==> config.mk <==
export PLATFORM = sky130hd
export DESIGN_NAME = linear_engine_arb
export DESIGN_NICKNAME = d
export VERILOG_FILES = /design/src/rtl/linear_arb_pkg.sv /design/src/rtl/linear_engine_arb_rr_pick.sv /design/src/rtl/linear_engine_arb.sv
export SDC_FILE = /design/constraint.sdc
export NUM_CORES = 1
export LEC_CHECK = 0
export ABC_AREA = 1
export CAP_MARGIN = 20
export CORE_MARGIN = 2
export CORE_UTILIZATION = 35
export CTS_CLUSTER_DIAMETER = 100
export DETAILED_ROUTE_END_ITERATION = 10
export PLACE_DENSITY_LB_ADDON = 0.3
export SYNTH_ARGS = -nofsm -noshare
export SYNTH_HDL_FRONTEND = slang
export SYNTH_SLANG_ARGS = --single-unit
==> constraint.sdc <==
create_clock -name clk -period 2.2 [get_ports clk]
set_input_delay 0.44 -clock clk [delete_from_list [all_inputs] [get_ports clk]]
set_output_delay 0.44 -clock clk [all_outputs]
set_load 0.005 [all_outputs]
**Placement view**

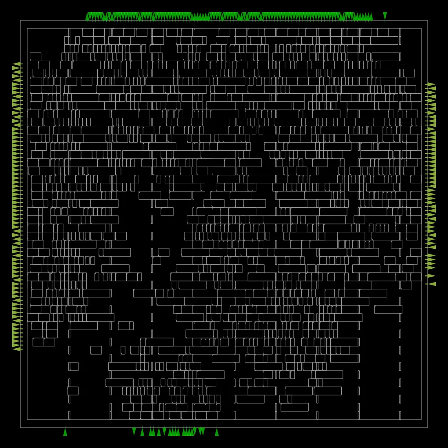
Well-Tap Cells: 225
sequential portion of the cell area: 24.9%

**Cells by drive strength**

(3 px per um)
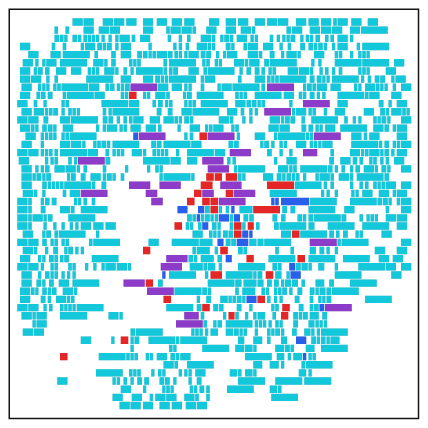
- red: _3 and _4 cells (cells 34; most used buf_4)
- blue: _2 cells (cells 23)
- purple: _6 and larger (cells 29; most used clkbuf_16)
- cyan: _0 and _1 cells (cells 1102; most used nand2_1)
Design Area, Final: 0.00937 mm2
Layout area overhead: 53.8%
Non-CTS buffers: 285
slack of the critical path: 0.0927 ns

**Placement density heat map**

(3 px per um) The die is cut into 14 by 14 equal tiles; dark blue is low, red is high, 0 to 100% covered.
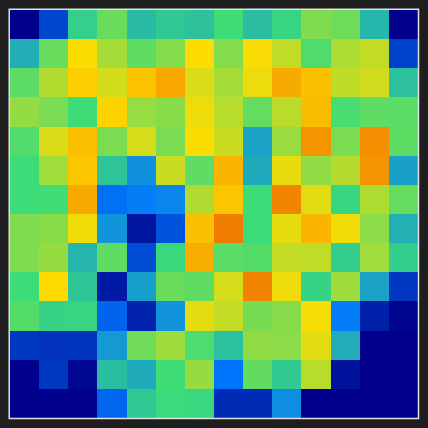
- fullest tile: 86%
- tiles over 75% full: 11%
- nearly empty tiles: 8.2%
- mean over tiles: 49%
Core Density at Floorplan: 35.5%
Core Util, Final: 54.5%
core area: 0.0172 mm2

**The metal 1 layer**

(4 px per um) Supply wires on this layer in gray.
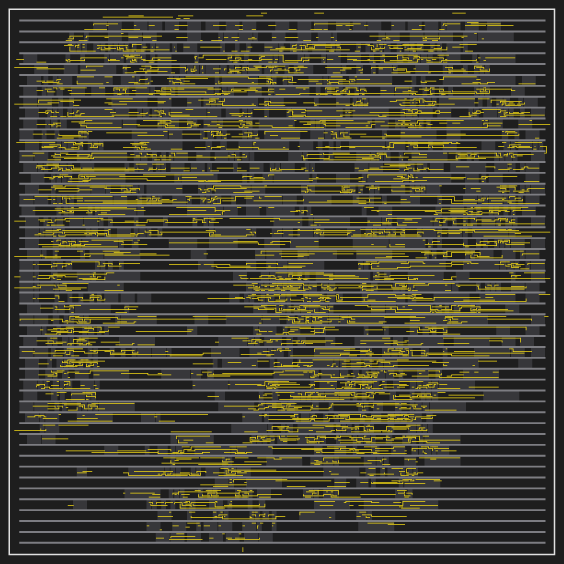
- main direction: horizontal
- longest straight run: 42.3 um
final WL: 20.6 mm
GR Layer Usage met1: 27.0%
vias: 6693

==> impl_metrics.env <==
# flow metrics
export IMPL_ios=242
export IMPL_clk_share_pct=2.85
export IMPL_cts_tree="yes"
export IMPL_drive_above_1_share_pct=7.24
export IMPL_ctsResizeCount=0
export IMPL_top_usage_layer="met2"
export IMPL_logic_family="simple AND/OR/NAND/NOR gates"
export IMPL_cpPeakStageDelay_ns=0.42
export IMPL_io_buffers=241
export IMPL_crit_top_cell="nand2_1"
export IMPL_filler_cell_count=1689
export IMPL_dieWidth_um=136
export IMPL_finalCriticalPeriod_ns=2.11
export IMPL_detail_route_wl_per_cell_um=14.6
export IMPL_cp_slowest_cell="dfrtp_1"
export IMPL_yosys_area_share_adder_pct=1.85
export IMPL_ys_flops=93
export IMPL_synthSimpleGateAreaFrac_pct=40.6
export IMPL_cts_root_buffer="clkbuf_16"
export IMPL_power_combinational_mw=8.20
export IMPL_crit_fanout=12
export IMPL_dr_pass1_iters=5
export IMPL_hp_class="reg2reg"
export IMPL_relSlewSlack_pct=68.6
export IMPL_holdWs_ns=0.477
export IMPL_layout_top_cells="nand2_1 (396), clkdlybuf4s50_1 (240), nand3_1 (140)"
export IMPL_place_gp_congestion=0.994
export IMPL_crit_buf_inv=5
export IMPL_switching_share_pct=44.5
export IMPL_powerClk_mw=1.45
export IMPL_synthAoiAreaFrac_pct=3.84
export IMPL_tool_warnings=33
export IMPL_r2r_setup_slack_ns=0.09
export IMPL_layout_top_cell="nand2_1"
export IMPL_ff_type="dfrtp_1"
export IMPL_power_group_top="combinational logic"
export IMPL_h_tree_depth=3
export IMPL_layout_nonclk_buf_share_pct=31.5
export IMPL_crit_type="reg2reg"
export IMPL_tns_ns=0
export IMPL_wl_met2_mm=9.57
export IMPL_instances_no_fill=1413
export IMPL_syn_avg_cell_area_um2=6.51
export IMPL_grt_total_usage_pct=21.5
export IMPL_clock_power_share_pct=11.8
export IMPL_worstSetupStartpointType="register"
export IMPL_internal_power_mw=6.84
export IMPL_ys_warn_count=0
export IMPL_grtUsageMet3_pct=5.11
export IMPL_dp_hpwl_mm=14.7
export IMPL_postCtsSetupRepairBufs=0
export IMPL_regArea_mm2=0.00233
export IMPL_clock_buffers=12
export IMPL_vdd_drop_max_mv=1.09
export IMPL_rows=48
export IMPL_die_size_y_um=136
export IMPL_worstPathArrival_ns=2.39
export IMPL_top_cell="nand2_1"
export IMPL_leakage_nw=4.80
export IMPL_powerDensity_mw_per_mm2=1320
export IMPL_fmax_mhz=475
export IMPL_crit_cells=17
export IMPL_dp_cells=1390
export IMPL_fin_skew_ns=0.00557
export IMPL_rsz0062_at_grt="true"
export IMPL_ys_chip_area_mm2=0.00609
export IMPL_netSwitchingPower_mw=5.49
export IMPL_power_frac_seq_pct=21.7
export IMPL_dpl_worst_slack_ns=-0.160
export IMPL_edf_count=0
export IMPL_vias_per_cell=4.74
export IMPL_ys_seq_share_pct=38.2
export IMPL_crit_chain="inv_2 > ha_4 > inv_4 > nand2_2 > nand2_2 > nand3_1 > nand2_1 > inv_2 > nand2_4 > nand2_8 > nor2_4 > buf_12 > clkbuf_16 > nand2_1 > nand2_1 > nand2_1 > nand2_1"
export IMPL_yosysUniqueCellTypes=35
export IMPL_fin_crit_sh_pct=95.8
export IMPL_grt_pass1_wl_mm=31.4
export IMPL_routed_top_layer="met4"
export IMPL_powerSeq_mw=2.68
export IMPL_top_area_cell="dfrtp_1"
export IMPL_hold_viol=0
export IMPL_grtUsageMet2_pct=35.7
export IMPL_cts_sinks=93
export IMPL_end_kind="register"
export IMPL_yosys_cells=935
export IMPL_cp_top_family="simple AND/OR/NAND/NOR gates"
export IMPL_flops=93
export IMPL_dr_wl_met3_mm=1.57
export IMPL_die_area_mm2=0.0185
export IMPL_grt_ovfl_total=0
export IMPL_cts_buffers=9
export IMPL_syn_instance_count=935
export IMPL_top_cell_area_share_pct=38.2
export IMPL_xor_area_share_pct=1.44
export IMPL_cts_reportedPaths_clkPinSlew_ns=0.06
export IMPL_antenna_found_initial=0
export IMPL_comb_cells=651
export IMPL_grt_pass1_vias=6242
export IMPL_worst_pin_slew_ns=0.466
export IMPL_dpl_cell_area_mm2=0.00885
export IMPL_p_total_mw=12.3
export IMPL_yosys_top_cells_count="nand2_1 (401), nand3_1 (142), inv_1 (137)"
export IMPL_status="completed"
export IMPL_inverters=145
export IMPL_cts_max_path_buffers=2
export IMPL_drc=0
export IMPL_grt_start_max_net_pins=52
export IMPL_clock_latency_late_pin_ns=0.35
export IMPL_async_reset_ff_share_pct=100
export IMPL_antenna_left=0
export IMPL_synth_area_mm2=0.00609
export IMPL_reg2reg_depth=17
export IMPL_m1WireLength_mm=8.69
export IMPL_antennaDiodeCount=0
export IMPL_largest_class="combinational gates"
export IMPL_finalSetupViolations=0
export IMPL_combPwrFrac_pct=66.5
export IMPL_drt_iter0_drc=404
export IMPL_combAreaFraction_pct=31.9
export IMPL_slew_viol_final=0
export IMPL_mux_area_share_pct=0
export IMPL_cts_hold_fix_buffers=1
export IMPL_maxCapViolCount=0
export IMPL_synthesis_nets=1119
export IMPL_hold_depth=2
export IMPL_crit_required_ns=2.49
export IMPL_area_leaders="dfrtp_1 (38%), nand2_1 (25%), nand3_1 (12%)"
export IMPL_logic_area_mm2=0.00299
export IMPL_nets=1369
